Run 1, cells coloured by class:
Scale bar: 50 um.
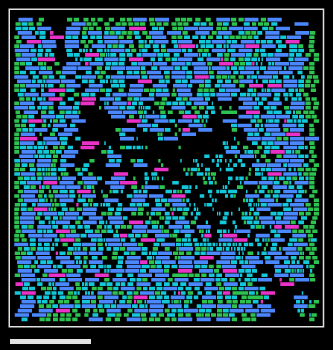
Run 1, logic cells by family:
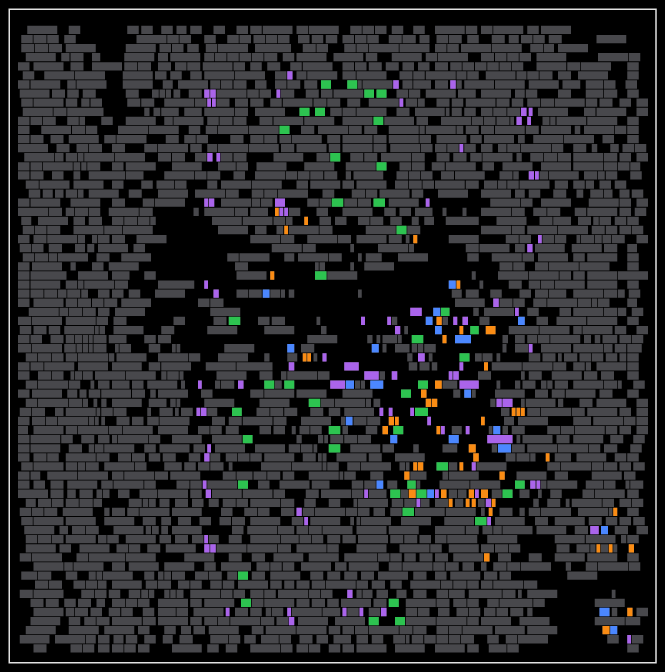
Run 1, routing congestion map:
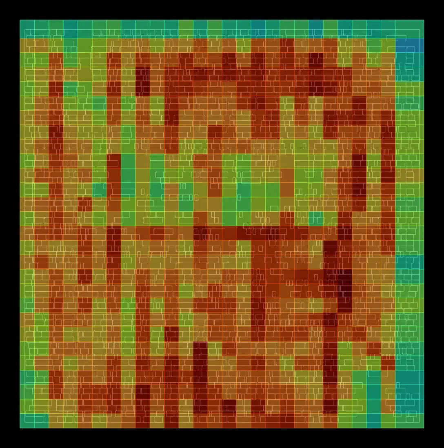
<file path="src/rtl/aes_ahb_pkg.sv">
// Shared constants, register map decode and types for the AES AHB-Lite register interface.
package aes_ahb_pkg;

  localparam logic [7:0] OFF_TEXT0  = 8'h20;
  localparam logic [7:0] OFF_CTRL   = 8'h30;
  localparam logic [7:0] OFF_STATUS = 8'h34;
  localparam logic [7:0] OFF_CIPH0  = 8'h38;
  localparam logic [7:0] OFF_CIPH3  = 8'h44;

  localparam int CTRL_START_BIT  = 0;
  localparam int CTRL_IRQ_EN_BIT = 1;
  localparam int STAT_BUSY_BIT   = 0;
  localparam int STAT_DONE_BIT   = 1;

  localparam int         HTRANS_ACTIVE_BIT = 1;
  localparam logic       HRESP_OKAY        = 1'b0;
  localparam logic       HRESP_ERROR       = 1'b1;
  localparam logic [2:0] HSIZE_WORD        = 3'b010;

  localparam logic [0:0] ST_IDLE = 1'b0;
  localparam logic [0:0] ST_BUSY = 1'b1;

  typedef enum logic [2:0] {
    REG_NONE,
    REG_KEY,
    REG_TEXT,
    REG_CTRL,
    REG_STATUS,
    REG_CIPH
  } reg_region_e;

  typedef struct packed {
    reg_region_e region;
    logic [2:0]  idx;
  } reg_sel_t;

  // Map a byte offset to a register region and word index; unaligned or absent words give REG_NONE.
  function automatic reg_sel_t decode_offset(input logic [7:0] off, input int key_words);
    reg_sel_t sel;
    sel.region = REG_NONE;
    sel.idx    = off[4:2];
    if (off[1:0] != 2'b00) begin
      sel.region = REG_NONE;
    end else if (off < OFF_TEXT0) begin
      sel.region = (int'(off[4:2]) < key_words) ? REG_KEY : REG_NONE;
    end else if (off < OFF_CTRL) begin
      sel.region = REG_TEXT;
      sel.idx    = {1'b0, off[3:2]};
    end else if (off == OFF_CTRL) begin
      sel.region = REG_CTRL;
    end else if (off == OFF_STATUS) begin
      sel.region = REG_STATUS;
    end else if ((off >= OFF_CIPH0) && (off <= OFF_CIPH3)) begin
      sel.region = REG_CIPH;
      sel.idx    = {1'b0, off[3:2] + 2'd2};
    end else begin
      sel.region = REG_NONE;
    end
    return sel;
  endfunction

endpackage

</file>
<file path="src/rtl/aes_ahb_regif_if.sv">
// AHB-Lite slave-side bundle used by the AES register interface.
interface aes_ahb_regif_if;
  logic        HSEL;
  logic [31:0] HADDR;
  logic [1:0]  HTRANS;
  logic        HWRITE;
  logic [2:0]  HSIZE;
  logic        HREADY;
  logic [31:0] HWDATA;
  logic [31:0] HRDATA;
  logic        HREADYOUT;
  logic        HRESP;

  modport master (
    output HSEL, HADDR, HTRANS, HWRITE, HSIZE, HREADY, HWDATA,
    input  HRDATA, HREADYOUT, HRESP
  );

  modport slave (
    input  HSEL, HADDR, HTRANS, HWRITE, HSIZE, HREADY, HWDATA,
    output HRDATA, HREADYOUT, HRESP
  );
endinterface

</file>
<file path="src/rtl/aes_ahb_err_resp.sv">
// Two-cycle AHB ERROR sequencer: stall with ERROR, then complete with ERROR.
module aes_ahb_err_resp
  import aes_ahb_pkg::*;
(
  input  logic HCLK,
  input  logic HRESETn,
  input  logic err_req,
  output logic hready_out,
  output logic hresp,
  output logic err_second
);

  logic err2_r;

  // Remember that the stalled first ERROR cycle has been shown
  always_ff @(posedge HCLK or negedge HRESETn) begin
    if (!HRESETn) begin
      err2_r <= 1'b0;
    end else begin
      err2_r <= err_req & ~err2_r;
    end
  end

  // Response outputs for the current data phase
  always_comb begin
    hready_out = 1'b1;
    hresp      = HRESP_OKAY;
    if (err2_r) begin
      hready_out = 1'b1;
      hresp      = HRESP_ERROR;
    end else if (err_req) begin
      hready_out = 1'b0;
      hresp      = HRESP_ERROR;
    end else begin
      hready_out = 1'b1;
      hresp      = HRESP_OKAY;
    end
  end

  assign err_second = err2_r;

endmodule

</file>
<file path="src/rtl/aes_ahb_regif.sv">
// AHB-Lite register interface for the AES core: key/text/ciphertext registers, start/done FSM and IRQ.
module aes_ahb_regif
  import aes_ahb_pkg::*;
#(
  parameter logic [31:0] BASE_ADDR = 32'h4000_0000,
  parameter int          KEY_WORDS = 4
) (
  input  logic                    HCLK,
  input  logic                    HRESETn,
  aes_ahb_regif_if.slave          ahb,
  output logic                    irq,
  output logic [32*KEY_WORDS-1:0] aes_key,
  output logic [127:0]            aes_plaintext,
  output logic                    aes_start,
  input  logic                    aes_done,
  input  logic [127:0]            aes_ciphertext
);

  logic        addr_valid_s;
  logic [7:0]  addr_off_s;
  logic        unused_addr_s;
  logic        dp_valid_r;
  logic        dp_write_r;
  logic        dp_size_ok_r;
  logic [7:0]  dp_off_r;
  reg_sel_t    dp_sel_s;
  logic        err_s;
  logic        err_second_s;
  logic        wr_en_s;
  logic        rd_en_s;
  logic        start_s;
  logic        capture_s;
  logic [0:0]  state_r;
  logic        busy_s;
  logic        aes_start_r;
  logic        irq_en_r;
  logic        irq_en_nxt_s;
  logic        done_r;
  logic        done_nxt_s;
  logic        irq_r;
  logic [31:0] rdata_s;
  logic [31:0] key_r  [KEY_WORDS];
  logic [31:0] text_r [4];
  logic [31:0] ciph_r [4];

  assign addr_valid_s  = ahb.HSEL & ahb.HREADY & ahb.HTRANS[HTRANS_ACTIVE_BIT];
  assign addr_off_s    = ahb.HADDR[7:0] - BASE_ADDR[7:0];
  assign unused_addr_s = ^{ahb.HADDR[31:8], ahb.HTRANS[0]};
  assign dp_sel_s      = decode_offset(dp_off_r, KEY_WORDS);
  assign busy_s        = (state_r == ST_BUSY);

  // Address phase capture; held while the bus is stalled
  always_ff @(posedge HCLK or negedge HRESETn) begin
    if (!HRESETn) begin
      dp_valid_r   <= 1'b0;
      dp_write_r   <= 1'b0;
      dp_size_ok_r <= 1'b0;
      dp_off_r     <= 8'h00;
    end else if (ahb.HREADY) begin
      dp_valid_r   <= addr_valid_s;
      dp_write_r   <= ahb.HWRITE;
      dp_size_ok_r <= (ahb.HSIZE == HSIZE_WORD);
      dp_off_r     <= addr_off_s;
    end
  end

  // Error check is done in the data phase so busy and the start bit are seen as they are now
  always_comb begin
    err_s = 1'b0;
    if (!dp_valid_r) begin
      err_s = 1'b0;
    end else if (!dp_size_ok_r || (dp_sel_s.region == REG_NONE)) begin
      err_s = 1'b1;
    end else if (dp_write_r) begin
      case (dp_sel_s.region)
        REG_CIPH:           err_s = 1'b1;
        REG_KEY, REG_TEXT:  err_s = busy_s;
        REG_CTRL:           err_s = busy_s & ahb.HWDATA[CTRL_START_BIT];
        default:            err_s = 1'b0;
      endcase
    end else begin
      err_s = 1'b0;
    end
  end

  aes_ahb_err_resp u_err_resp (
    .HCLK       (HCLK),
    .HRESETn    (HRESETn),
    .err_req    (err_s),
    .hready_out (ahb.HREADYOUT),
    .hresp      (ahb.HRESP),
    .err_second (err_second_s)
  );

  assign wr_en_s   = dp_valid_r & dp_write_r & ~err_s & ~err_second_s;
  assign rd_en_s   = dp_valid_r & ~dp_write_r & ~err_s & ~err_second_s;
  assign start_s   = wr_en_s & (dp_sel_s.region == REG_CTRL) & ahb.HWDATA[CTRL_START_BIT];
  assign capture_s = busy_s & aes_done;

  // Control FSM and start pulse
  always_ff @(posedge HCLK or negedge HRESETn) begin
    if (!HRESETn) begin
      state_r     <= ST_IDLE;
      aes_start_r <= 1'b0;
    end else begin
      aes_start_r <= start_s;
      case (state_r)
        ST_IDLE: if (start_s)  state_r <= ST_BUSY;
        ST_BUSY: if (aes_done) state_r <= ST_IDLE;
        default: state_r <= ST_IDLE;
      endcase
    end
  end

  // Sticky done (a new capture beats a same-cycle clear) and irq enable
  always_comb begin
    done_nxt_s   = done_r;
    irq_en_nxt_s = irq_en_r;
    if (capture_s) begin
      done_nxt_s = 1'b1;
    end else if (wr_en_s && (dp_sel_s.region == REG_STATUS) && ahb.HWDATA[STAT_DONE_BIT]) begin
      done_nxt_s = 1'b0;
    end else begin
      done_nxt_s = done_r;
    end
    if (wr_en_s && (dp_sel_s.region == REG_CTRL)) begin
      irq_en_nxt_s = ahb.HWDATA[CTRL_IRQ_EN_BIT];
    end else begin
      irq_en_nxt_s = irq_en_r;
    end
  end

  // Register file updates
  always_ff @(posedge HCLK or negedge HRESETn) begin
    if (!HRESETn) begin
      for (int i = 0; i < KEY_WORDS; i++) key_r[i] <= 32'h0;
      for (int i = 0; i < 4; i++) begin
        text_r[i] <= 32'h0;
        ciph_r[i] <= 32'h0;
      end
      irq_en_r <= 1'b0;
      done_r   <= 1'b0;
      irq_r    <= 1'b0;
    end else begin
      if (wr_en_s && (dp_sel_s.region == REG_KEY)) begin
        for (int i = 0; i < KEY_WORDS; i++) begin
          if (dp_sel_s.idx == i[2:0]) key_r[i] <= ahb.HWDATA;
        end
      end
      if (wr_en_s && (dp_sel_s.region == REG_TEXT)) begin
        text_r[dp_sel_s.idx[1:0]] <= ahb.HWDATA;
      end
      if (capture_s) begin
        for (int i = 0; i < 4; i++) ciph_r[i] <= aes_ciphertext[32*i +: 32];
      end
      irq_en_r <= irq_en_nxt_s;
      done_r   <= done_nxt_s;
      irq_r    <= done_nxt_s & irq_en_nxt_s;
    end
  end

  // Read data mux, zero outside an accepted read data phase
  always_comb begin
    rdata_s = 32'h0;
    if (rd_en_s) begin
      case (dp_sel_s.region)
        REG_KEY: begin
          for (int i = 0; i < KEY_WORDS; i++) begin
            if (dp_sel_s.idx == i[2:0]) rdata_s = key_r[i];
          end
        end
        REG_TEXT:   rdata_s = text_r[dp_sel_s.idx[1:0]];
        REG_CTRL:   rdata_s[CTRL_IRQ_EN_BIT] = irq_en_r;
        REG_STATUS: begin
          rdata_s[STAT_BUSY_BIT] = busy_s;
          rdata_s[STAT_DONE_BIT] = done_r;
        end
        REG_CIPH:   rdata_s = ciph_r[dp_sel_s.idx[1:0]];
        default:    rdata_s = 32'h0;
      endcase
    end else begin
      rdata_s = 32'h0;
    end
  end

  assign ahb.HRDATA = rdata_s;
  assign aes_start  = aes_start_r;
  assign irq        = irq_r;

  for (genvar g = 0; g < KEY_WORDS; g++) begin : g_key
    assign aes_key[32*g +: 32] = key_r[g];
  end
  for (genvar g = 0; g < 4; g++) begin : g_text
    assign aes_plaintext[32*g +: 32] = text_r[g];
  end

endmodule

</file>
<file path="src/flat_wrapper.sv">
// flat-port wrapper written by rule: the top's interface ports become plain ports
module aes_ahb_regif_flat import aes_ahb_pkg::*;
#(
  parameter logic [31:0] BASE_ADDR = 32'h4000_0000,
  parameter int          KEY_WORDS = 4
)
  (HCLK, HRESETn, irq, aes_key, aes_plaintext, aes_start, aes_done, aes_ciphertext, ahb_HSEL, ahb_HADDR, ahb_HTRANS, ahb_HWRITE, ahb_HSIZE, ahb_HREADY, ahb_HWDATA, ahb_HRDATA, ahb_HREADYOUT, ahb_HRESP);
  aes_ahb_regif_if ahb_i ();
  input  logic HCLK;
  input  logic HRESETn;
  output logic irq;
  output logic [32*KEY_WORDS-1:0] aes_key;
  output logic [127:0] aes_plaintext;
  output logic aes_start;
  input  logic aes_done;
  input  logic [127:0] aes_ciphertext;
  input wire logic [$bits(ahb_i.HSEL)-1:0] ahb_HSEL;
  input wire logic [$bits(ahb_i.HADDR)-1:0] ahb_HADDR;
  input wire logic [$bits(ahb_i.HTRANS)-1:0] ahb_HTRANS;
  input wire logic [$bits(ahb_i.HWRITE)-1:0] ahb_HWRITE;
  input wire logic [$bits(ahb_i.HSIZE)-1:0] ahb_HSIZE;
  input wire logic [$bits(ahb_i.HREADY)-1:0] ahb_HREADY;
  input wire logic [$bits(ahb_i.HWDATA)-1:0] ahb_HWDATA;
  output wire logic [$bits(ahb_i.HRDATA)-1:0] ahb_HRDATA;
  output wire logic [$bits(ahb_i.HREADYOUT)-1:0] ahb_HREADYOUT;
  output wire logic [$bits(ahb_i.HRESP)-1:0] ahb_HRESP;
  assign ahb_i.HSEL = ahb_HSEL;
  assign ahb_i.HADDR = ahb_HADDR;
  assign ahb_i.HTRANS = ahb_HTRANS;
  assign ahb_i.HWRITE = ahb_HWRITE;
  assign ahb_i.HSIZE = ahb_HSIZE;
  assign ahb_i.HREADY = ahb_HREADY;
  assign ahb_i.HWDATA = ahb_HWDATA;
  assign ahb_HRDATA = ahb_i.HRDATA;
  assign ahb_HREADYOUT = ahb_i.HREADYOUT;
  assign ahb_HRESP = ahb_i.HRESP;
  aes_ahb_regif #(.BASE_ADDR(BASE_ADDR), .KEY_WORDS(KEY_WORDS)) u_core (.HCLK(HCLK), .HRESETn(HRESETn), .ahb(ahb_i), .irq(irq), .aes_key(aes_key), .aes_plaintext(aes_plaintext), .aes_start(aes_start), .aes_done(aes_done), .aes_ciphertext(aes_ciphertext));
endmodule
</file>
<file path="config.mk">
export PLATFORM = sky130hd
export DESIGN_NAME = aes_ahb_regif_flat
export DESIGN_NICKNAME = d
export VERILOG_FILES = /design/src/rtl/aes_ahb_pkg.sv /design/src/rtl/aes_ahb_regif_if.sv /design/src/rtl/aes_ahb_err_resp.sv /design/src/rtl/aes_ahb_regif.sv /design/src/flat_wrapper.sv
export SDC_FILE = /design/constraint.sdc
export NUM_CORES = 1
export LEC_CHECK = 0
export CAP_MARGIN = 20
export CORE_AREA = 2 2 191 193
export DETAILED_ROUTE_END_ITERATION = 16
export DIE_AREA = 0 0 193 195
export GPL_TIMING_DRIVEN = 0
export PLACE_DENSITY = 0.91
export SETUP_SLACK_MARGIN = 0.1
export SYNTH_ARGS = -nofsm -noshare
export SYNTH_HDL_FRONTEND = slang
export SYNTH_HIERARCHICAL = 1
export SYNTH_SLANG_ARGS = --single-unit
</file>
<file path="constraint.sdc">
create_clock -name HCLK -period 5.4 [get_ports HCLK]
set_clock_uncertainty 0.2 [all_clocks]
set_input_delay 0.54 -clock HCLK [delete_from_list [all_inputs] [get_ports HCLK]]
set_output_delay 0.54 -clock HCLK [all_outputs]
set_load 0.05 [all_outputs]
</file>
==> flow_results.org, run 1 <==
* Flow results

** Status
- The flow ran to the end, and the final reports show no timing, DRC or antenna violations.

** Finish
- The repair_antennas step left the layout with diodes totalling 12.
- The final report lists a non-filler cell total of 2,407.
- There are 401 flip-flops and latches.
- The area taken by multi-input combinational cells is reported as 8050 sq um.
- Most common logic cells in the final layout :: sky130_fd_sc_hd__clkdlybuf4s50_1, sky130_fd_sc_hd__dfrtp_1, sky130_fd_sc_hd__mux2_2, sky130_fd_sc_hd__mux2i_1, sky130_fd_sc_hd__clkbuf_1
- Count of inverters other than clock inverters in the layout :: 9
- Most common cell after layout, fill and taps aside :: sky130_fd_sc_hd__clkdlybuf4s50_1
- Registers take 10,000 sq um.
- Non-clk bufs :: 578
- Sequential cells make up 39.4% of the cell area.
- In the layout the tool counted multi-input logic cells amounting to 872.
- The clock buffers instantiated in the layout total 58.
- Fraction of area in multi-input gates :: 31.6%
- Per the final report, the share of cell area in non-clock buffers is 20.6%.
- Per the layout report, the design carries 2,420 filler cells.
- Number of nets at the end of the flow :: 2,108
- The post-route netlist has 27.7% of its cells at a drive strength greater than 1.
- Clock tree buffers and inverters occupy 5.91% of the routed design's cell area.
- For the completed layout, the total cell area is recorded as 25,500 sq um.
- Biggest area consumer among cell classes :: sequential cells

** Clock tree
- Hold_buf cts :: 1
- H-tree lvl count :: 2
- Clock-pin slew was measured on the worst setup and hold paths at 60 ps.
- Total of cells resized after clock tree synthesis :: 51
- In this run the post-CTS setup repair buffer count came out at 0.
- The clock reaches the later pin of the worst-skew pair after 570 ps.
- Number of CTS-inserted buffers :: 43
- TritonCTS built the clock tree.
- Counting along the longest clock path gives a buffer depth of 3.
- The cell sitting at the root of the clock tree is a sky130_fd_sc_hd__clkbuf_16.
- # clock sinks :: 401

** STA
- Number of failing hold endpoints at the final stage :: 0
- Normalized max-slew margin :: 18.8%
- Hold timing on the final database bottoms out at a slack of 227 ps.
- The highest clock rate this design can be run at is 0.189 GHz.
- Setup slack on the critical path of the routed design comes to 96.9 ps.
- Setup TNS :: 0 ps
- Final setup violation count :: 0
- Setup repair after global routing missed its margin :: yes
- Slew Viols, Final :: 0
- The worst path needs 5300 ps of the cycle, external delays included.
- Looking at the max-slew report, the worst-margin pin has a slew of 1200 ps.
- Share of the clock period used by the worst path :: 98.2%

** Global route
- Most used routing layer in global routing :: met2
- First-pass GRT wire length :: 104,000 um
- Antenna violations before repair :: 17
- Maximum number of pins on one net before global-route repair :: 129
- Total congestion overflow after global routing :: 0
- Via count of the first global-routing pass :: 16.0k
- For this run, global-route usage on met3 was measured as 8.34%.

** Yosys
- Warnings reported by Yosys during synthesis add up to 6.
- Largest area contributor in the synthesized netlist :: sky130_fd_sc_hd__dfrtp_1
- Synthesized area per cell :: 13.4 sq um
- The post-synth register bit count is 401.
- For reference, the top cells by count after synthesis are sky130_fd_sc_hd__dfrtp_1, sky130_fd_sc_hd__mux2_2, sky130_fd_sc_hd__mux2i_1.
- Summing the sequential cell areas from Yosys gives 54.1% of the chip area.
- Among all flip-flop cells after synthesis, the most frequent one is sky130_fd_sc_hd__dfrtp_1.
- Post-synthesis instance area :: 18,500 sq um
- Number of flops mapped to enable cells by yosys :: 0
- The area fraction of the largest cell type after synthesis is 54.1%.
- Counting every net in the synthesized netlist gives 1,591.
- Gate Count Post-Synth :: 1,388
- Yosys cell count :: 1,388
- The chip area line in the Yosys stat output reads 18,500 sq um.
- The synthesis report lists the most area-consuming cells as sky130_fd_sc_hd__dfrtp_1, sky130_fd_sc_hd__mux2_2, sky130_fd_sc_hd__mux2i_1.
- Number of distinct library cells after synthesis :: 62
- Async set or reset register ratio after synthesis :: 100%

** Detailed routing
- Mean routed wirelength per cell :: 29.7 um
- In this run the remaining antenna-violating nets after routing total 0.
- For this run, design rule violations remaining after detail routing come to 0.
- DRT met1 WL :: 27,200 um
- Routed wl met2 :: 33,500 um
- Routed length on met3 :: 6900 um
- Routed wire length :: 71,400 um
- Per the detail_route report, vias per standard cell equal 6.41.
- Uppermost routed layer :: met5
- The first detailed-routing pass took 8 iterations.
- Number of DRC markers in iteration 0 :: 1,412

** Place
- The placement report lists the number of port buffers as 466.
- Per the gpl log, the routability congestion estimate is 0.947.
- Post-detailed-placement cell area :: 23,900 sq um
- Placed Cells :: 2,320
- Total half-perimeter wirelength after legalization and detailed placement :: 51,800 um
- Post-Place Worst Slack :: -203 ps

** Setup path
- The required time at the worst endpoint is listed as 4660 ps.
- Kind of capture point of the worst setup path :: primary output
- The report shows a maximum critical-path fanout of 10.
- Crit path arrival time :: 4560 ps
- Critical path launch point type :: register
- Path type of the worst setup path :: register to primary output

** Floorplan
- The report lists the number of standard-cell rows as 69.
- CORE AREA :: 35,400 sq um
- Chip footprint :: 37,600 sq um
- Die Wd :: 193 um
- Pre-Place Util :: 52.4%
- DIE HEIGHT :: 195 um
- The flow inserted 461 tap cells.
- I/O Pins :: 495

** Job
- Max cap viols :: 0
- The number of warnings reported in the stage logs is 62.

** Pwr
- The worst-case IR drop observed on VDD is 0.000269 V.
- The script computed a power per unit cell area of 265 nW/um^2.
- Final Total Pwr :: 6.76 mW
- Leakage power total :: 12.0 nW

** Worst hold path
- The worst hold path belongs to the class input pin to register.
Notes on 'cells coloured by class' above:
- clock drivers and dummy loads: magenta (cells 74)
- remaining logic cells: cyan (cells 881)
- registers: blue (cells 401)
- remaining buffers and delay cells: green (cells 578)

Notes on 'logic cells by family' above:
- non-inverting ao/oa cells: green (cells 44; most used a22o_1)
- nor cells: purple (cells 88; most used nor2_1)
- and/or cells: blue (cells 22; most used and3_1)
- nand cells: orange (cells 49; most used nand2_1)

Notes on 'routing congestion map' above:
global-route track usage on met1: 49.0%
met2 Track Usage GR: 60.0%
Core Util, Final: 72.0%

-- run 1: final timing paths --
| check | startpoint | to | slack [ps] | cells after the start |
|---|---|---|---|---|
| worst min-delay path | ahb_HREADY | u_core/dp_off_r[3] | 230 | 2 |
| worst max-delay path | u_core/dp_off_r[2] | ahb_HRDATA[1] | 100 | 9 |
| max in group asynchronous | HRESETn | u_core/aes_plaintext[79] | 3340 | 4 |
| min in group asynchronous | HRESETn | u_core/ciph_r[60] | 290 | 2 |
| worst max register to register | u_core/dp_off_r[3] | u_core/aes_plaintext[67] | 1140 | 8 |
| worst min register to register | u_core/ciph_r[31] | u_core/ciph_r[31] | 300 | 1 |
-- run 1: worst max-delay path, cell delays in order, from the launching register on --
cell and delay, ps:
sky130_fd_sc_hd__dfrtp_1 320, sky130_fd_sc_hd__clkbuf_1 380, sky130_fd_sc_hd__clkbuf_1 550, sky130_fd_sc_hd__clkbuf_2 530, sky130_fd_sc_hd__clkdlybuf4s15_2 560, sky130_fd_sc_hd__nand2_1 90, sky130_fd_sc_hd__a2bb2oi_1 180, sky130_fd_sc_hd__o31ai_1 110
sky130_fd_sc_hd__a41oi_1 370, sky130_fd_sc_hd__clkdlybuf4s50_1 880
-- run 1: kinds of logic after synthesis --
logic type | after synthesis | synth area share, %
buffers and inverters | 115 | 2.67
flip-flops | 401 | 54.1
AND/OR/NAND/NOR | 159 | 4.39
AND-OR/OR-AND | 234 | 9.69
multiplexers | 479 | 29.1
-- run 1: report_power, final --
group | leakage [nW] | internal [mW] | switching (mW)
Combinational | 5.63 | 0.209 | 0.335
Clock | 0.735 | 1.94 | 1.24
Sequential | 5.58 | 3.02 | 0.0129
Run 1, where the registers sit:
Scale bar: 50 um. Other sequential cells in the stronger grey, the rest of the logic in the fainter grey.
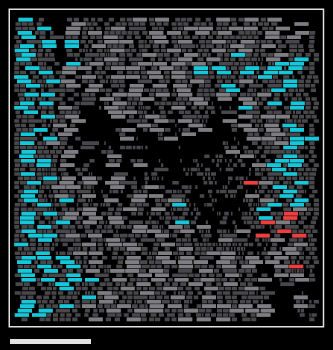

==> inputs of run 2 (changes only) <==
--- a/config.mk
+++ b/config.mk
@@ -5,13 +5,15 @@
 export SDC_FILE = /design/constraint.sdc
 export NUM_CORES = 1
 export LEC_CHECK = 0
+export ABC_CLOCK_PERIOD_IN_PS = 4300
 export CAP_MARGIN = 20
-export CORE_AREA = 2 2 191 193
+export CORE_AREA = 2 2 209 211
 export DETAILED_ROUTE_END_ITERATION = 16
-export DIE_AREA = 0 0 193 195
+export DIE_AREA = 0 0 211 213
 export GPL_TIMING_DRIVEN = 0
-export PLACE_DENSITY = 0.91
+export PLACE_DENSITY = 0.82
 export SETUP_SLACK_MARGIN = 0.1
+export SLEW_MARGIN = 20
 export SYNTH_ARGS = -nofsm -noshare
 export SYNTH_HDL_FRONTEND = slang
 export SYNTH_HIERARCHICAL = 1
==> constraint.sdc (replaced) <==
create_clock -name HCLK -period 4.3 [get_ports HCLK]
set_clock_uncertainty 0.2 [all_clocks]
set_input_delay 0.43 -clock HCLK [delete_from_list [all_inputs] [get_ports HCLK]]
set_output_delay 0.43 -clock HCLK [all_outputs]
set_load 0.05 [all_outputs]
Run 2, where the registers sit:
Scale bar: 50 um. Other sequential cells in the stronger grey, the rest of the logic in the fainter grey.
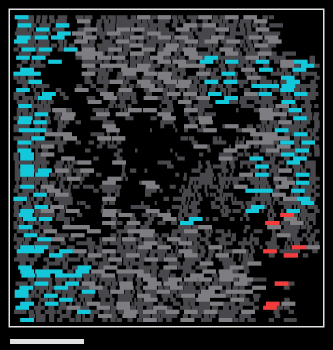
- u_core/aes_key: cyan (sequential cells 128; where spread over the die)
- u_core/dp_off_r: red (sequential cells 8; where lower right)
- not coloured: 265

Run 2, cells coloured by class:
Scale bar: 50 um.
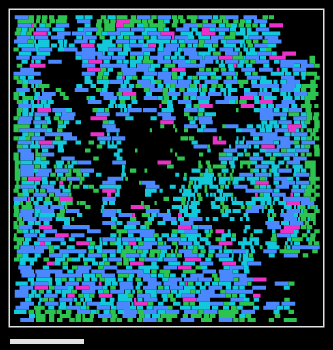
- registers: blue (cells 401)
- clock drivers and dummy loads: magenta (cells 81)
- remaining buffers and delay cells: green (cells 592)
- remaining logic cells: cyan (cells 881)

==> run 2 against run 1 <==
Core utilization fell by 11 points. Synthesized cell count did not move. Global-route usage fell by 5.6 points. Design area rose by 2.0%. Final cell count rose by 4.4%. Critical path type unchanged. Critical endpoint is now ahb_HRDATA[26]. Largest power group unchanged.
==> flow_results.org, run 2 <==
* Flow results

** Clock tree
- The depth of the CTS H-tree is 2 (unchanged).
- Looking at the clock tree report, the root buffer type is sky130_fd_sc_hd__clkbuf_16.
- Number of CTS-inserted buffers :: 44 (+2.3%)
- The clock transition at the registers of the reported paths came to 60 ps (about the same).
- The buffer depth of the longest clock path is 3 (unchanged).
- Worst-Skew Late Latency :: 570 ps (about the same)
- # clock sinks :: 401 (unchanged)

** Worst hold path
- In this run the worst hold path is classified as input pin to register.
- Hold_sp :: ahb_HREADY
- In the hold report, the worst path ends at u_core/dp_write_r.
- Hold depth :: 2 (unchanged)

** STA
- Transition time at the pin with the least slew margin :: 962 ps (-243 ps)
- Setup repair after global routing missed its margin :: yes
- Final-layout worst hold slack :: 128 ps (-99.2 ps)
- The final timing report derives a shortest allowable period of 4230 ps.
- The total negative setup slack was 0 ps (unchanged).
- Max Clock Freq :: 0.237 GHz
- Number of failing hold endpoints at the final stage :: 0 (unchanged)
- Slew Viols, Final :: 0 (unchanged)
- Post-route period utilization is reported as 98.3%.
- Final setup violation count :: 0 (unchanged)
- The worst relative slew slack was 35.9% (+17 points).

** Setup path
- Launch point of the worst reg-to-reg path :: u_core/dp_off_r[5]
- Reg-to-reg endpoint :: u_core/aes_plaintext[66]
- Setup slack of the worst register-to-register path :: 150 ps (-990 ps)
- The worst reg-to-reg path cell count came to 8 (unchanged).
- The setup path with the least slack is of type register to primary output.
- STA classifies the critical path endpoint as a primary output.
- The timing report shows that the slowest cell on the worst path is sky130_fd_sc_hd__dfrtp_2.
- The worst stage delay on the critical path was 460 ps (-420 ps).
- Peak fanout along the critical path :: 10 (unchanged)
- STA classifies the critical path startpoint as a register.
- Crit path arrival time :: 3600 ps (-960 ps)
- Beginning of the critical path :: u_core/dp_off_r[4]
- Cell-by-cell trace of the critical path :: buf_4 > and2_1 > clkbuf_2 > nand2_2 > clkbuf_4 > mux2i_1 > o32ai_1 > nor3_1 > o22ai_1 > buf_2

** Yosys
- After synthesis, the largest family of logic cells by area is multiplexers.
- Adder and majority cell fraction of the synthesized area :: 0% (unchanged)
- Number of distinct library cells after synthesis :: 62 (unchanged)
- Warnings, synthesis :: 6 (unchanged)
- Largest area contributor in the synthesized netlist :: sky130_fd_sc_hd__dfrtp_1
- Seq share, synth :: 54.1% (unchanged)
- Async set or reset register ratio after synthesis :: 100% (unchanged)
- The area fraction of the dominant cell type after synthesis is 54.1% (unchanged).
- The total cell area reported by yosys after synthesis was 18,500 sq um (unchanged).
- Ranked by instance count, the synthesized netlist is headed by sky130_fd_sc_hd__dfrtp_1, sky130_fd_sc_hd__mux2_2, sky130_fd_sc_hd__mux2i_1.
- Yosys cell count :: 1,388 (unchanged)
- Cell types with the largest area share after synthesis :: sky130_fd_sc_hd__dfrtp_1, sky130_fd_sc_hd__mux2_2, sky130_fd_sc_hd__mux2i_1
- Gate Count Post-Synth :: 1,388 (unchanged)
- Synthesized flop and latch total :: 401 (unchanged)
- Synthesized netlist net count :: 1,591 (unchanged)
- Post-Synth Simple-Gate Area :: 4.39% (unchanged)
- Mux frac, synth :: 29.1% (unchanged)
- Number of flops mapped to enable cells by yosys :: 0 (unchanged)
- The xor/xnor share of the synthesized area is 0% (unchanged).
- Looking at the cell usage after synthesis, the top flip-flop cell is sky130_fd_sc_hd__dfrtp_1.
- Post-synthesis instance area :: 18,500 sq um (unchanged)
- Synthesized area per cell :: 13.4 sq um (unchanged)
- AND-OR/OR-AND share of the synthesized area :: 9.69% (unchanged)

** Detailed routing
- Via density per instance :: 6.02 (-6.0%)
- Final routed DRC violation total :: 0 (unchanged)
- The total iterations of the first detailed-routing run is 10 (+2).
- The number of DRC markers in iteration 0 is 1,511 (+7.0%).
- The final antenna-violating net count is 0 (unchanged).
- The final routed wirelength across all metal layers came to 73,900 um (+3.5%).
- The average wire length per cell after detail routing came to 29.4 um (-0.89%).

** Pwr
- The leakage power summed over all cells came to 12.1 nW (+1.2%).
- The total power per unit cell area is 327 nW/um^2 (+23%).
- Final Total Pwr :: 8.49 mW (+26%)
- The maximum vdd drop was 0.000257 V (-4.6%).

** Global route
- The final global-route overflow total was 0 (unchanged).
- The initial antenna violation count is 18 (+1).
- The number of global-route vias before repair was 15.7k (-2.3%).
- First-pass GRT wire length :: 105,000 um (+0.68%)
- Maximum number of pins on one net before global-route repair :: 95 (-26%)

** Place
- The total of buffers placed on input and output ports was 466 (unchanged).
- Post-detailed-placement cell area :: 24,000 sq um (+0.53%)
- The routability congestion estimate was 0.909 (-4.0%).
- Total half-perimeter wirelength after legalization and detailed placement :: 53,500 um (+3.3%)

** Floorplan
- The die width is 211 um (+9.3%).
- DIE HEIGHT :: 213 um (+9.2%)
- The number of standard-cell rows in the floorplan is 76 (+10%).
- Chip footprint :: 44,900 sq um (+19%)
- The number of top-level pins came to 495 (unchanged).
- CORE AREA :: 42,700 sq um (+21%)
- Pre-Place Util :: 43.4% (-9.0 points)

** Finish
- The library cell used most frequently in the layout, excluding fill and tap cells, is sky130_fd_sc_hd__clkdlybuf4s50_1.
- The share of cells above drive strength 1 came to 33.0% (+5.3 points).
- The fraction of the core area covered by cells at the end of the flow is 60.9% (-11 points).
- Number of nets at the end of the flow :: 2,123 (+0.71%)
- The final design instance area without fill is 26,000 sq um (+2.0%).

** Job
- The number of logged tool warnings is 52 (-16%).
- Max cap viols :: 0 (unchanged)

** Status
- The flow ran to the end, and the final reports show no timing, DRC or antenna violations.
Run 2, clock distribution:
Scale bar: 50 um.
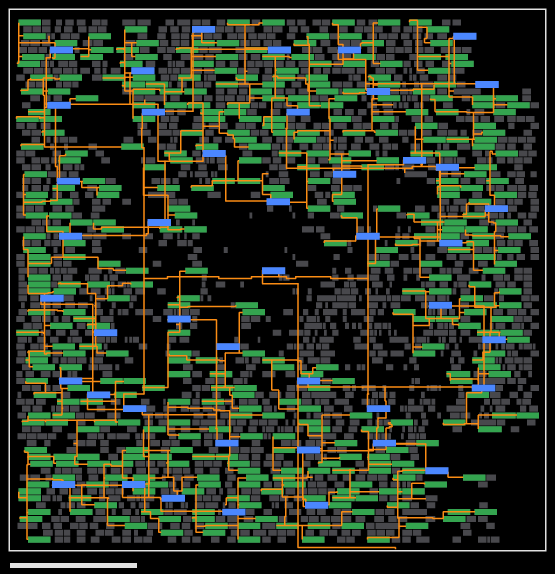
- clock wires: orange (length 5,370 um)
- clock-net drivers: blue (count 44)
- flip-flops: green (count 401)
- routed clock nets: 45
- flops lie: spread over the die

[run 2: cell counts after synthesis]
Identical to the previous run, type by type.
[run 2: area by class of cell]
type | instances | area [sq um]
clock inverters | 19 | 221
plain buffers | 104 | 606
multi-input cells | 872 | 8300
inverters | 9 | 33.8
flip-flops and latches | 401 | 10000
well taps | 546 | 683
diodes | 12 | 30.0
repair buffers | 488 | 4800
fillers | 3369 | 16700
clock buffers | 62 | 1290
[run 2: what timing repair did]
item | 4_1_cts | 5_1_grt
pin swaps | 10 | 8
gates resized | 295 | 34
buffers inserted | 9 | 6
setup endpoints to repair | 46 | 71
hold endpoints to repair | 49 | 0
hold buffers | 1 | 0
[run 2: power by group]
part	switching [mW]	total [mW]	internal [mW]
clock network	1.62	3.96	2.34
registers	0.0209	3.81	3.79
logic	0.440	0.723	0.282
[run 2: per-stage QoR]
step,instances,worst slack (ps)
6_report,2513,74.0
5_1_grt,2512,41.6
4_1_cts,2495,102
3_5_place_dp,2406,-1210
3_3_place_gp,2400,-14590
2_1_floorplan,1388,605
[run 2: how the worst max path moves through the flow]
stage	end	slack [ps]
global route	ahb_HRDATA[12]	40
global placement	u_core/aes_key[11]	-14590
floorplan	ahb_HRDATA[10]	610
CTS	ahb_HRDATA[26]	100
finish	ahb_HRDATA[26]	70
detailed placement	ahb_HRDATA[30]	-1210
[run 2: routing by layer]
metal / global-route usage, % / up-vias / routed length [um]
li1: - / 6322 / -
met1: 41.5 / 7754 / 29200
met2: 52.3 / 847 / 35300
met3: 7.40 / 201 / 6460
met4: 13.7 / 10 / 2900
met5: 0 / - / 62
[run 2: critical path: cells and delay by family, from the launching register on]
kind | cells | cell delay [ps]
multiplexers | 1 | 410
buffers and inverters | 4 | 1030
AND-OR/OR-AND | 2 | 260
AND/OR/NAND/NOR | 3 | 870
flip-flops | 1 | 460
Power figures rest on the tool's default switching activity, not on a simulated workload.
